==> config.mk <==
export PLATFORM = sky130hd
export DESIGN_NAME = addsub_issuer
export DESIGN_NICKNAME = d
export VERILOG_FILES = /design/src/rtl/addsub_issuer.sv
export SDC_FILE = /design/constraint.sdc
export NUM_CORES = 1
export LEC_CHECK = 0
export CAP_MARGIN = 15
export CORE_UTILIZATION = 43
export CTS_BUF_LIST = sky130_fd_sc_hd__clkbuf_4 sky130_fd_sc_hd__clkbuf_8
export DETAILED_ROUTE_END_ITERATION = 10
export PLACE_DENSITY = 0.8
export SYNTH_ARGS = -nofsm -noshare
export SYNTH_HDL_FRONTEND = slang
export SYNTH_SLANG_ARGS = --single-unit
==> constraint.sdc <==
create_clock -name clock -period 2.3 [get_ports clock]
set_input_delay 0.46 -clock clock [delete_from_list [all_inputs] [get_ports clock]]
set_output_delay 0.46 -clock clock [all_outputs]
set_load 0.05 [all_outputs]
### Metal 1, run 1

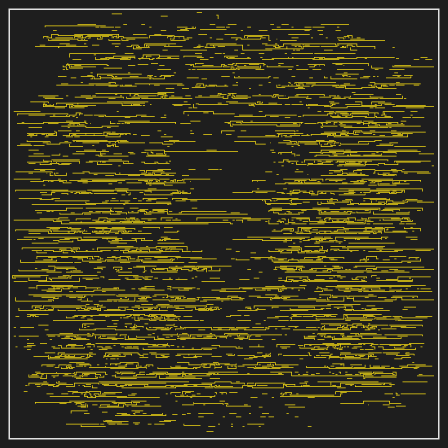
nets with wire on the layer: 1066
main direction: horizontal
share of all routed wire: 41%
wire length on this layer: 9100 um
longest straight run: 41.4 um
routed wire length: 22400 um
routed via count: 6980

### Where the registers sit, run 1

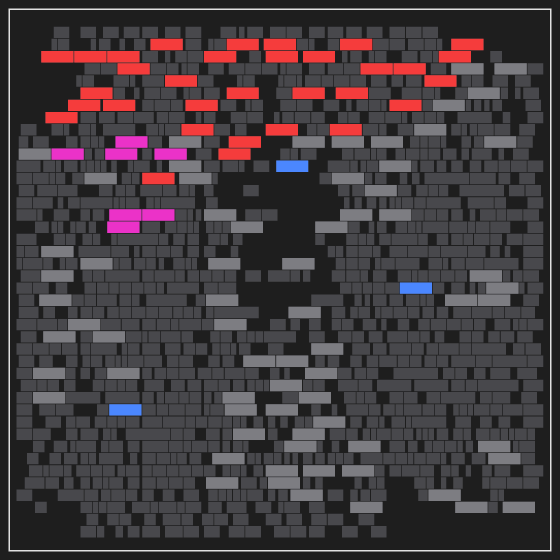
[resp_result] red | flops: 32
[wait_cnt] magenta | flops: 7 | where: upper left
[au_control] blue | flops: 3
final core occ: 0.760
sequential share of cell area: 0.215
Storage cell area: 2200 sq um
seq pwr: 2.34 mW

### Congestion heat map, run 1

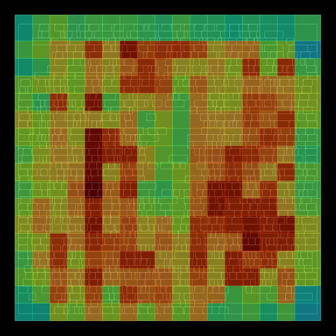
met2 Resource Use GR: 0.496
average routed wire per standard cell: 17.9 um
total track usage: 0.281
met1 Track Usage GR: 0.343

==> reports/metrics.csv, run 1 <==
stage;metric;value;unit
layout;Non-clock buffers;384;
sta;Fmax;392;MHz
outcome;status;finished with violations;
synth;Yosys chip area;6050;sq um
outcome;failing checks;setup timing;
hold_path;hold depth;4;
sta;relative slew slack;0.527;
synth;Dominant flop cell;dfxtp_1;
job;Log Warnings;32;
placement;Placed Area;9300;sq um
floorplanning;die area;14500;sq um
synth;XOR/XNOR Fraction of Synth Area;0.0941;
critical_path;CP endpoint kind;flop;
layout;MI comb area;4100;sq um
synth;Synthesized Nets;844;
synth;distinct lib cells;63;
critical_path;Stages on worst setup path;7;
layout;CLK BUF;11;
critical_path;CP bufs+invs;1;
layout;most instantiated logic cells after routing;buf_4 (168), clkdlybuf4s50_1 (165), dfxtp_1 (110);
sta;Tcrit/Tclk final;1.11;
placement;number of port buffers;206;
critical_path;crit path max-delay cell type;or3b_4;
clocking;post-CTS sizing;73;
critical_path;WP data arrival;2800;ps
placement;post-detail-place hpwl;14900;um
power;Final Total Pwr;7.01;mW
sta;Final WS setup;-248;ps
route;Routed Antenna Nets;0;
layout;clk tree area frac;0.0180;
clocking;Reg clk slew, reported paths;110;ps
layout;design area;10200;sq um
sta;max-slew violation count;0;
layout;Fillers;900;
global_route;largest net degree at the start of global routing;50;
job;# Max-Cap Violations;0;
critical_path;Crit Path Max Fanout;7;
critical_path;Crit Path Category;primary input to flop;
route;detailed router's first-iteration violation count;614;
clocking;Num CTS Buffers;9;
route;max layer used;met4;
floorplanning;Die Ht;121;um
power;worst vdd ir;0.000656;V
clocking;clk sinks;110;
sta;final setup fails;1;
route;met2 wire len;11200;um
sta;count of final hold-check violations;0;
sta;clk_skew;15.3;ps
layout;Layout Cells excl Fill;1253;
synth;yosys warns;0;
synth;mux contribution to synthesized area;0.0143;
synth;adder share;0.0145;
power;PwrDens;685;nW/um^2
layout;logic share of the area;0.401;
clocking;clk_lat worst skew;400;ps
sta;Worst Max-Slew Pin Slew;708;ps
==> run 1: cells in the mapped netlist, types with 2 or more instances <==
| library cell | number | area (sq um) |
|---|---|---|
| inv_1 | 9 | 33.8 |
| nand4_1 | 11 | 68.8 |
| or4_1 | 9 | 67.6 |
| buf_1 | 5 | 18.8 |
| and2_1 | 40 | 250 |
| nor4_4 | 2 | 42.5 |
| buf_2 | 2 | 10.0 |
| nand4_2 | 2 | 25.0 |
| buf_4 | 2 | 15.0 |
| a211oi_1 | 4 | 30.0 |
| xnor2_1 | 22 | 193 |
| or3_1 | 8 | 50.1 |
| nand3_1 | 21 | 105 |
| nor2_1 | 58 | 218 |
| buf_6 | 2 | 22.5 |
| a31oi_1 | 6 | 37.5 |
| or3b_2 | 2 | 17.5 |
| nor4_2 | 2 | 25.0 |
| nand2_1 | 64 | 240 |
| nand4b_1 | 4 | 35.0 |
| nor2b_1 | 26 | 163 |
| dfxtp_1 | 110 | 2200 |
| o41ai_1 | 10 | 87.6 |
| ha_1 | 7 | 87.6 |
| o31a_1 | 3 | 26.3 |
| nand2b_1 | 7 | 43.8 |
| nor4_1 | 13 | 81.3 |
| clkbuf_1 | 44 | 165 |
| xor2_1 | 43 | 377 |
| nor3_1 | 8 | 40.0 |
| or3_4 | 2 | 22.5 |
| a22oi_1 | 48 | 360 |
| or2_2 | 2 | 12.5 |
| o32ai_1 | 2 | 17.5 |
| o31ai_1 | 17 | 128 |
| and4_1 | 2 | 17.5 |
| mux2i_1 | 6 | 60.1 |
| a21boi_0 | 4 | 30.0 |
| nor3b_1 | 5 | 37.5 |
| a21oi_1 | 15 | 75.1 |
| o21ai_0 | 63 | 315 |
==> run 1: power breakdown <==
part	switching (mW)	internal, mW	total [mW]
sequential	0.166	2.17	2.34
combinational	2.13	1.36	3.50
clock	0.718	0.450	1.17
==> inputs of run 2 (changes only) <==
CORE_UTILIZATION = 42   (was 43)
CTS_BUF_LIST = default   (was sky130_fd_sc_hd__clkbuf_4 sky130_fd_sc_hd__clkbuf_8)
PLACE_DENSITY = 0.78   (was 0.8)
SETUP_SLACK_MARGIN = 0.3   (was default)
### Metal 1, run 2

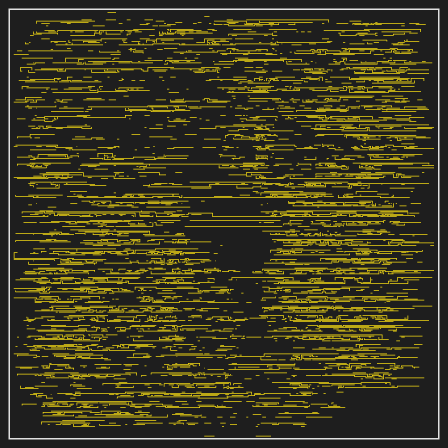
nets with wire on the layer: 1095
main direction: horizontal
routed wire length: 25500 um
routed via count: 7431
met1 Track Usage GR: 0.350

### Where the registers sit, run 2

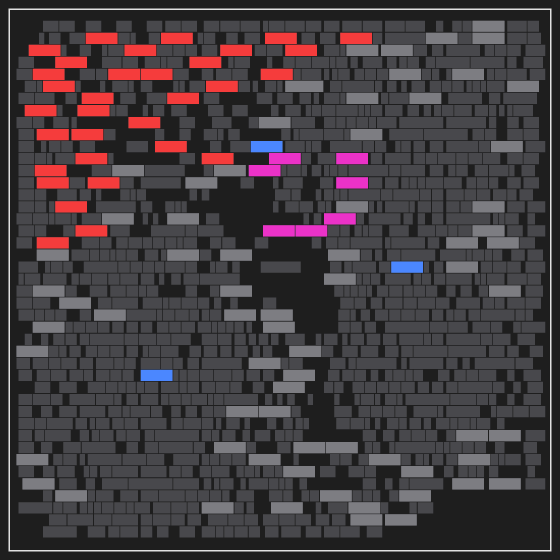
[au_control] blue | flops: 3
[wait_cnt] magenta | flops: 7
[resp_result] red | flops: 32 | where: upper left
not colored: 68
sequential share of cell area: 0.201
Storage cell area: 2210 sq um
seq pwr: 2.35 mW

==> run 2 against run 1 <==
Net effect: the run still ends with setup timing left; worst hold slack improved by 10 ps; synthesized area is the same; global-route usage is 0.87 points higher; clock skew shrank 7.6 ps; synthesized cell count stayed put; power increased by 9.1%; worst setup slack improved by 65 ps; non-clock buffer count is 24 higher; register-to-register slack improved by 260 ps; maximum frequency up 2.6%; core utilization increased by 2.5 points; combinational power grew 5%; critical endpoint is now au_control[0].
==> reports/metrics.csv, run 2 <==
stage;metric;value;unit
route;detailed router's first-iteration violation count;517;
synth;Post-synth ARST share;0;
critical_path;Crit Path Max Fanout;4;
sta;Worst Max-Slew Pin Slew;663;ps
layout;most instantiated logic cells after routing;buf_4 (171), dfxtp_1 (109), clkdlybuf4s50_1 (97);
layout;Layout Cells excl Fill;1282;
sta;max-slew violation count;0;
global_route;largest net degree at the start of global routing;40;
route;vias per cell;5.80;
layout;Fillers;891;
critical_path;Crit Path Category;primary input to flop;
clocking;Num CTS Buffers;9;
critical_path;FF-to-FF path depth;9;
placement;post-detail-place hpwl;14800;um
job;# Max-Cap Violations;0;
job;Log Warnings;32;
critical_path;cells along the critical path;buf_6 > or4_4 > or4_4 > o31ai_2 > xor2_1 > nand4_1 > nor4_2 > a31oi_1;
outcome;status;finished with violations;
floorplanning;Die Ht;122;um
clocking;root buf cell;clkbuf_16;
synth;Dominant flop cell;dfxtp_1;
sta;relative slew slack;0.557;
critical_path;Startpoint Class;primary input;
power;PwrDens;697;nW/um^2
layout;area grow syn2layout;81.5;%
critical_path;CP endpoint kind;flop;
synth;Avg Inst Size Synth;8.24;sq um
power;Lkg Pwr;4.98;nW
outcome;failing checks;setup timing;
route;Routed Antenna Nets;0;
layout;design area;11000;sq um
route;average routed wire per standard cell;19.9;um
synth;most numerous cell in the Yosys netlist;dfxtp_1;
clocking;Reg clk slew, reported paths;80;ps
clocking;CTS tree;built;
sta;final setup fails;3;
route;DRC Markers;0;
placement;GP Congestion;0.950;
synth;distinct lib cells;63;
critical_path;WP data arrival;2720;ps
layout;final core occ;0.784;
sta;Final WS setup;-184;ps
clocking;clk_lat worst skew;360;ps
synth;main area contributors after synthesis;dfxtp_1 (36%), xor2_1 (6.2%), a22oi_1 (6.0%);
synth;cell taking the most area after synthesis;dfxtp_1;
global_route;total track usage;0.290;
global_route;number of global-route vias before repair;6749;
sta;Tcrit/Tclk final;1.08;
floorplanning;Core ar.;14000;sq um
critical_path;crit path DRT;2530;ps
synth;yosys warns;0;
global_route;first-pass GRT wire length;33700;um
floorplanning;FP Util;0.432;
floorplanning;FP Rows;43;
synth;Yosys chip area;6050;sq um
placement;number of port buffers;206;
synth;register share after synthesis;0.364;
power;worst vdd ir;0.000395;V
critical_path;slowest stage delay, CP;520;ps
critical_path;critical path's most frequent cell;or4_4;
synth;Top-area cell share;0.364;
floorplanning;die area;14900;sq um
placement;Placed Area;9470;sq um
sta;clk_skew;7.74;ps
critical_path;crit path max-delay cell type;or4_4;
layout;layout cells sized above 1;0.338;
floorplanning;Die Wd;122;um
sta;count of final hold-check violations;0;
clocking;clk sinks;110;
synth;most frequent cells after synthesis;dfxtp_1 (110), nand2_1 (64), o21ai_0 (63);
synth;Synthesized Nets;844;
hold_path;hold depth;2;
sta;clock period minus worst slack;2480;ps
layout;nets;1207;
sta;RSZ-0062 raised after global routing;true;
sta;Fmax;403;MHz
layout;Commonest Layout Cell;buf_4;
[run 2: layer usage]
metal	share of wire	vias up	track usage
met4	0.048	0	0.130
met1	0.39	3552	0.350
li1	-	3350	-
met5	0	-	0
met2	0.50	419	0.503
met3	0.066	110	0.0454
[run 2: worst max-delay path: cells and delay by family]
| kind | cells | cell delay (ps) |
|---|---|---|
| buffers and inverters | 1 | 90 |
| xor gates and xnor gates | 1 | 240 |
| AOI/OAI and AO/OA | 2 | 400 |
| and+or+nand+nor | 4 | 1520 |
[run 2: layout make-up]
| class | count | area (sq um) | area share |
|---|---|---|---|
| clock inverter | 5 | 47.5 | 0.00433 |
| inverter | 10 | 47.5 | 0.00433 |
| multi-input combinational | 558 | 4450 | 0.406 |
| sequential | 110 | 2210 | 0.201 |
| clock buffer | 11 | 253 | 0.0230 |
| tap | 180 | 225 | 0.0205 |
| timing repair buffer | 408 | 3740 | 0.341 |
[run 2: metrics by stage]
step / setup TNS (ps) / total power [mW]
detailed placement: -19220 / 5.73
CTS: -303 / 7.35
finish: -320 / 7.64
global placement: -17670 / 5.69
global route: -727 / 7.94
floorplan: -481 / 4.37
[run 2: report_power, final]
part / total (mW) / internal, mW / switching (mW)
Clock: 1.63 / 0.819 / 0.811
Combinational: 3.67 / 1.41 / 2.26
Sequential: 2.35 / 2.18 / 0.167
[run 2: repair_timing]
item	4_1_cts	5_1_grt
endpoints found under the hold margin	0	0
gates cloned	0	1
setup endpoints to repair	76	82
setup buffers	21	21
pin swaps	74	79
resized	258	156
[run 2: cells by family after synthesis]
kind of cell	after synthesis	synth area share
AND-OR/OR-AND	182	0.198
XOR/XNOR	65	0.0941
adder cells (fa/ha/maj)	7	0.0145
buffers and inverters	66	0.0453
flip-flops	110	0.364
multiplexers	8	0.0143
other	1	0.000620
AND/OR/NAND/NOR	295	0.269
No activity file was given, so power comes from the tool's default toggle rates.
